`config.mk`:
```
export PLATFORM = sky130hd
export DESIGN_NAME = vga_timing_gen_p_flat
export DESIGN_NICKNAME = d
export VERILOG_FILES = /design/src/rtl/vga_timing_gen_p_if.sv /design/src/rtl/vga_timing_gen_p.sv /design/src/flat_wrapper.sv
export SDC_FILE = /design/constraint.sdc
export NUM_CORES = 1
export LEC_CHECK = 0
export CORE_AREA = 2 2 78 80
export CTS_BUF_LIST = sky130_fd_sc_hd__clkbuf_4
export DETAILED_ROUTE_END_ITERATION = 16
export DIE_AREA = 0 0 80 82
export PLACE_DENSITY = 0.9
export SYNTH_ARGS = -nofsm -noshare
export SYNTH_HDL_FRONTEND = slang
export SYNTH_SLANG_ARGS = --single-unit
```
`constraint.sdc`:
```
create_clock -name clk -period 2.3 [get_ports clk]
set_input_delay 0.345 -clock clk [delete_from_list [all_inputs] [get_ports clk]]
set_output_delay 0.345 -clock clk [all_outputs]
set_load 0.01 [all_outputs]
```
`src/rtl/vga_timing_gen_p_if.sv`:
```
// Pixel-side bundle of the raster timing generator: source fetch port plus DAC pins.
// master = generator, slave = frame buffer / DAC side.
interface vga_timing_gen_p_if #(
  parameter int CW = 12
);
  logic [CW-1:0] Din;
  logic          tp_sel;
  logic          pix_req;
  logic [9:0]    x;
  logic [9:0]    y;
  logic [CW-1:0] rgb;
  logic          hsync;
  logic          vsync;
  logic          de;
  logic          frame_start;
  logic          line_start;

  modport master (
    input  Din, tp_sel,
    output pix_req, x, y, rgb, hsync, vsync, de, frame_start, line_start
  );

  modport slave (
    output Din, tp_sel,
    input  pix_req, x, y, rgb, hsync, vsync, de, frame_start, line_start
  );
endinterface

```
`src/rtl/vga_timing_gen_p.sv`:
```
// Parametrised raster timing generator: fetch request at counter+1, pins at counter+RD_LAT+2.
// Optional colour-bar source guarded by VGA_TESTPAT_EN; no backpressure, free-running pixel clock.
module vga_timing_gen_p #(
  parameter int H_SYNC   = 96,
  parameter int H_BP     = 48,
  parameter int H_ACTIVE = 640,
  parameter int H_FP     = 16,
  parameter int V_SYNC   = 2,
  parameter int V_BP     = 33,
  parameter int V_ACTIVE = 480,
  parameter int V_FP     = 10,
  parameter int H_POL    = 0,
  parameter int V_POL    = 0,
  parameter int CW       = 12,
  parameter int RD_LAT   = 1
) (
  input  logic               clk,
  input  logic               rst,
  vga_timing_gen_p_if.master vif
);
  localparam int H_TOT = H_SYNC + H_BP + H_ACTIVE + H_FP;
  localparam int V_TOT = V_SYNC + V_BP + V_ACTIVE + V_FP;
  localparam int HW    = $clog2(H_TOT);
  localparam int VW    = $clog2(V_TOT);
  localparam int H_AS  = H_SYNC + H_BP;
  localparam int H_AE  = H_AS + H_ACTIVE;
  localparam int V_AS  = V_SYNC + V_BP;
  localparam int V_AE  = V_AS + V_ACTIVE;
  localparam logic HP  = 1'(H_POL);
  localparam logic VP  = 1'(V_POL);

  if (RD_LAT < 0 || RD_LAT > 4 || H_ACTIVE < 1 || V_ACTIVE < 1 ||
      H_ACTIVE > 1024 || V_ACTIVE > 1024 || CW < 3) begin : g_param_check
    $error("vga_timing_gen_p: parameter out of range");
  end

  // Sync flags hold "inside pulse" so a cleared pipeline means inactive level at the pins.
  typedef struct packed {
    logic hs;
    logic vs;
    logic de;
    logic fs;
    logic ls;
  } stg_t;

  logic [HW-1:0] hcnt_q, hcnt_d;
  logic [VW-1:0] vcnt_q, vcnt_d;
  logic [31:0]   hc, vc;
  stg_t          st_d;
  logic [9:0]    x_d, y_d, x_q, y_q;
  stg_t          pipe_q [RD_LAT+1];
  stg_t          out_q;
  logic [CW-1:0] rgb_d, rgb_q;

  assign hc = 32'(hcnt_q);
  assign vc = 32'(vcnt_q);

  always_comb begin
    hcnt_d = hcnt_q + 1'b1;
    vcnt_d = vcnt_q;
    if (hc == H_TOT - 1) begin
      hcnt_d = '0;
      vcnt_d = (vc == V_TOT - 1) ? '0 : vcnt_q + 1'b1;
    end
  end

  always_comb begin
    st_d    = '0;
    x_d     = '0;
    y_d     = '0;
    st_d.hs = hc < H_SYNC;
    st_d.vs = vc < V_SYNC;
    st_d.de = (hc >= H_AS) && (hc < H_AE) && (vc >= V_AS) && (vc < V_AE);
    st_d.ls = st_d.de && (hc == H_AS);
    st_d.fs = st_d.ls && (vc == V_AS);
    if (st_d.de) begin
      x_d = 10'(hc - 32'(H_AS));
      y_d = 10'(vc - 32'(V_AS));
    end
  end

  always_ff @(posedge clk or negedge rst) begin
    if (!rst) begin
      hcnt_q <= '0;
      vcnt_q <= '0;
      x_q    <= '0;
      y_q    <= '0;
      for (int i = 0; i <= RD_LAT; i++) pipe_q[i] <= '0;
      out_q  <= '0;
      rgb_q  <= '0;
    end else begin
      hcnt_q    <= hcnt_d;
      vcnt_q    <= vcnt_d;
      x_q       <= x_d;
      y_q       <= y_d;
      pipe_q[0] <= st_d;
      for (int i = 1; i <= RD_LAT; i++) pipe_q[i] <= pipe_q[i-1];
      out_q     <= pipe_q[RD_LAT];
      rgb_q     <= rgb_d;
    end
  end

`ifdef VGA_TESTPAT_EN
  // Bar width floors H_ACTIVE/8; bar 7 absorbs the remainder.
  localparam int BW = (H_ACTIVE / 8 > 0) ? H_ACTIVE / 8 : 1;

  logic [2:0] bar_d;
  logic [2:0] bar_q [RD_LAT+1];

  function automatic logic [CW-1:0] bar_colour(input logic [2:0] b);
    logic [CW-1:0] c;
    c = '0;
    for (int i = 0; i < CW / 3; i++) begin
      c[2*(CW/3) + i] = ~b[1];
      c[CW/3 + i]     = ~b[2];
      c[i]            = ~b[0];
    end
    return c;
  endfunction

  always_comb begin
    bar_d = '0;
    for (int k = 1; k < 8; k++) begin
      if (32'(x_d) >= 32'(k * BW)) bar_d = 3'(k);
    end
  end

  always_ff @(posedge clk or negedge rst) begin
    if (!rst) begin
      for (int i = 0; i <= RD_LAT; i++) bar_q[i] <= '0;
    end else begin
      bar_q[0] <= bar_d;
      for (int i = 1; i <= RD_LAT; i++) bar_q[i] <= bar_q[i-1];
    end
  end

  always_comb begin
    rgb_d = '0;
    if (pipe_q[RD_LAT].de) rgb_d = vif.tp_sel ? bar_colour(bar_q[RD_LAT]) : vif.Din;
  end
`else
  logic unused_tp;
  assign unused_tp = vif.tp_sel;

  always_comb begin
    rgb_d = '0;
    if (pipe_q[RD_LAT].de) rgb_d = vif.Din;
  end
`endif

  assign vif.pix_req     = pipe_q[0].de;
  assign vif.x           = x_q;
  assign vif.y           = y_q;
  assign vif.rgb         = rgb_q;
  assign vif.hsync       = out_q.hs ? HP : ~HP;
  assign vif.vsync       = out_q.vs ? VP : ~VP;
  assign vif.de          = out_q.de;
  assign vif.frame_start = out_q.fs;
  assign vif.line_start  = out_q.ls;
endmodule

```
`src/flat_wrapper.sv`:
```
// flat-port wrapper written by rule: the top's interface ports become plain ports
module vga_timing_gen_p_flat 
#(
  parameter int H_SYNC   = 96,
  parameter int H_BP     = 48,
  parameter int H_ACTIVE = 640,
  parameter int H_FP     = 16,
  parameter int V_SYNC   = 2,
  parameter int V_BP     = 33,
  parameter int V_ACTIVE = 480,
  parameter int V_FP     = 10,
  parameter int H_POL    = 0,
  parameter int V_POL    = 0,
  parameter int CW       = 12,
  parameter int RD_LAT   = 1
)
  (clk, rst, vif_Din, vif_tp_sel, vif_pix_req, vif_x, vif_y, vif_rgb, vif_hsync, vif_vsync, vif_de, vif_frame_start, vif_line_start);
  vga_timing_gen_p_if #(.CW(CW)) vif_i ();
  input  logic clk;
  input  logic rst;
  input wire logic [$bits(vif_i.Din)-1:0] vif_Din;
  input wire logic [$bits(vif_i.tp_sel)-1:0] vif_tp_sel;
  output wire logic [$bits(vif_i.pix_req)-1:0] vif_pix_req;
  output wire logic [$bits(vif_i.x)-1:0] vif_x;
  output wire logic [$bits(vif_i.y)-1:0] vif_y;
  output wire logic [$bits(vif_i.rgb)-1:0] vif_rgb;
  output wire logic [$bits(vif_i.hsync)-1:0] vif_hsync;
  output wire logic [$bits(vif_i.vsync)-1:0] vif_vsync;
  output wire logic [$bits(vif_i.de)-1:0] vif_de;
  output wire logic [$bits(vif_i.frame_start)-1:0] vif_frame_start;
  output wire logic [$bits(vif_i.line_start)-1:0] vif_line_start;
  assign vif_i.Din = vif_Din;
  assign vif_i.tp_sel = vif_tp_sel;
  assign vif_pix_req = vif_i.pix_req;
  assign vif_x = vif_i.x;
  assign vif_y = vif_i.y;
  assign vif_rgb = vif_i.rgb;
  assign vif_hsync = vif_i.hsync;
  assign vif_vsync = vif_i.vsync;
  assign vif_de = vif_i.de;
  assign vif_frame_start = vif_i.frame_start;
  assign vif_line_start = vif_i.line_start;
  vga_timing_gen_p #(.H_SYNC(H_SYNC), .H_BP(H_BP), .H_ACTIVE(H_ACTIVE), .H_FP(H_FP), .V_SYNC(V_SYNC), .V_BP(V_BP), .V_ACTIVE(V_ACTIVE), .V_FP(V_FP), .H_POL(H_POL), .V_POL(V_POL), .CW(CW), .RD_LAT(RD_LAT)) u_core (.clk(clk), .rst(rst), .vif(vif_i));
endmodule
```
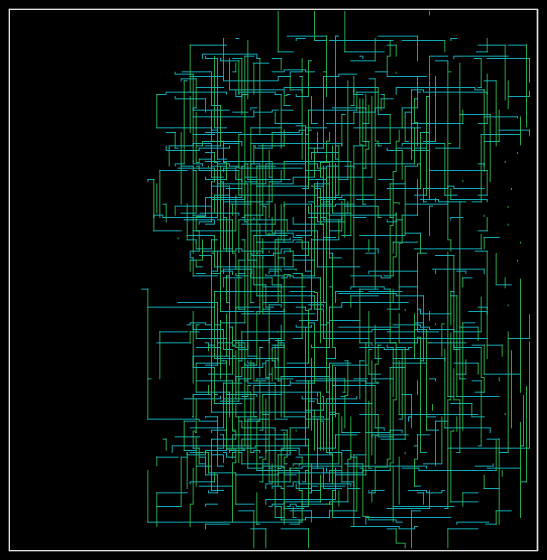
layers.png
Two of the layers only.
- cyan: M1 (wire length 2390 µm)
- green: M2 (wire length 3010 µm)

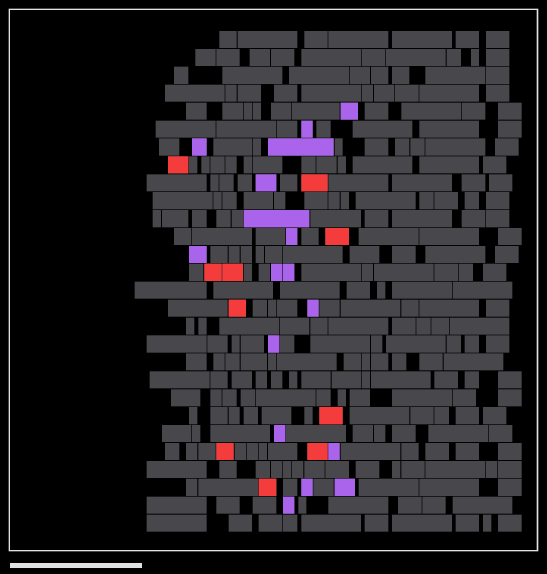
gates.png
The bar under the picture is 20 µm long.
- purple: aoi and oai cells (cells 17)
- red: non-inverting ao/oa cells (cells 10)

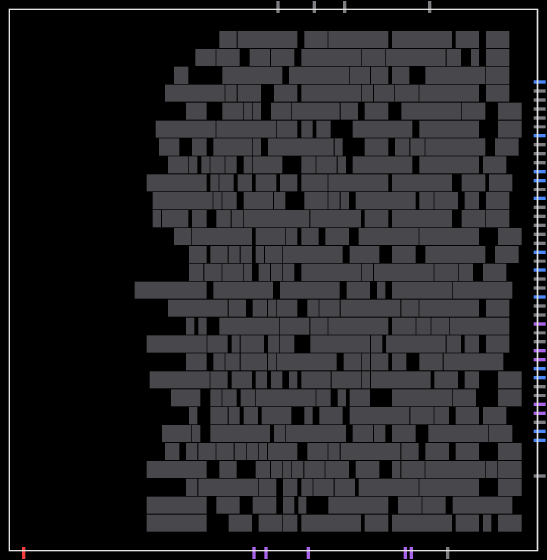
pinout.png
Pins as bars across the die edge, other pins in gray.
- purple: vif_x (pins 10; direction output; edge 5 south, 5 east)
- blue: vif_Din (pins 12; direction input; edge east)
- red: vif_tp_sel (pins 1; direction input; edge south)

==> qor.yml <==
setup_path:
  required_ns: 2.64
  start_kind: "flip-flop"
  path_cells: "ha_1, and4bb_2, nand3_1, nor4_1, xnor2_1"
  r2r_end: "u_core.vcnt_q[5]$_DFFE_PN0N_"
  cp_num_buf_inv: 0
  path_delay_family: "simple AND/OR/NAND/NOR gates"
  critPathSlowestCell: "dfrtp_1"
cells_and_area:
  fillers: 403
  nClkBuffers: 10
  insertedDiodeCount: 0
  final-comb-area_um2: 1120
  comb_share_pct: 30.7
  lay_top_count: "dfrtp_1"
power_and_ir_drop:
  powerDensity_nw_per_um2: 539
  p_leak_nw: 1.65
drt:
  drt_iter0_drc: 180
  ant_nets: 0
  met2_length_um: 3010
  detail_route.vias_per_cell: 5.34
run_status:
  outcome: "complete, no violations"
place:
  hpwlAfterDp_um: 4340
  place.gp.congestion: 0.824
  dp_slack_ns: 0.303
final_timing:
  setup_tns_ns: 0
  slew_headroom_pct: 63.0
  finalWorstSetupSlack_ns: 0.284
  setup_viol: 0
  rsz0062_at_grt: "false"
  finalClockSkew_ns: 0.00730
  period_needed_ns: 2.02
  finalCritPeriodShare_pct: 87.6
cts:
  cts_tree: "done"
  h-tree-depth: 3
logic_synthesis:
  yosys_cells: 245
  synth_chip_area_um2: 3010
  logic_family: "simple AND/OR/NAND/NOR gates"
  yosys.area.top_type: "dfrtp_1"
  ys_seq_share_pct: 55.7
worst_hold_path:
  hold_end: "u_core.pipe_q[0]$_DFF_PN0_"
grt:
  use_met2_pct: 32.7
  use_met1_pct: 24.9
  grt_pass1_vias: 1979
floorplan:
  initCoreUtil_pct: 52.4
  core_area_um2: 5750
  die_area_um2: 6560
-- power by group --
group	total, mW	switching, mW	internal [mW]
Sequential	1.18	0	1.18
Clock	0.741	0.407	0.334
Combinational	0.0468	0.0253	0.0215
-- synthesized netlist by cell type, drive strengths merged --
library cell,count
buf,14
mux2,1
ha,7
o31a,1
nand2,10
o211ai,1
a21oi,6
dfrtp,67
a21o,4
nand4,2
nor3,23
a22o,2
o21ai,5
a31o,1
a31oi,1
a2111o,1
nor3b,3
nor2,11
nor4,6
a21boi,1
xor2,8
nand3,10
inv,11
or3,4
clkbuf,4
o41ai,1
xnor2,10
and4bb,2
o311a,1
nand4b,1
nand4bb,1
and2,16
mux2i,1
nand2b,1
a41oi,1
a2111oi,1
and3,5
Power is estimated from default activity; no workload was simulated.
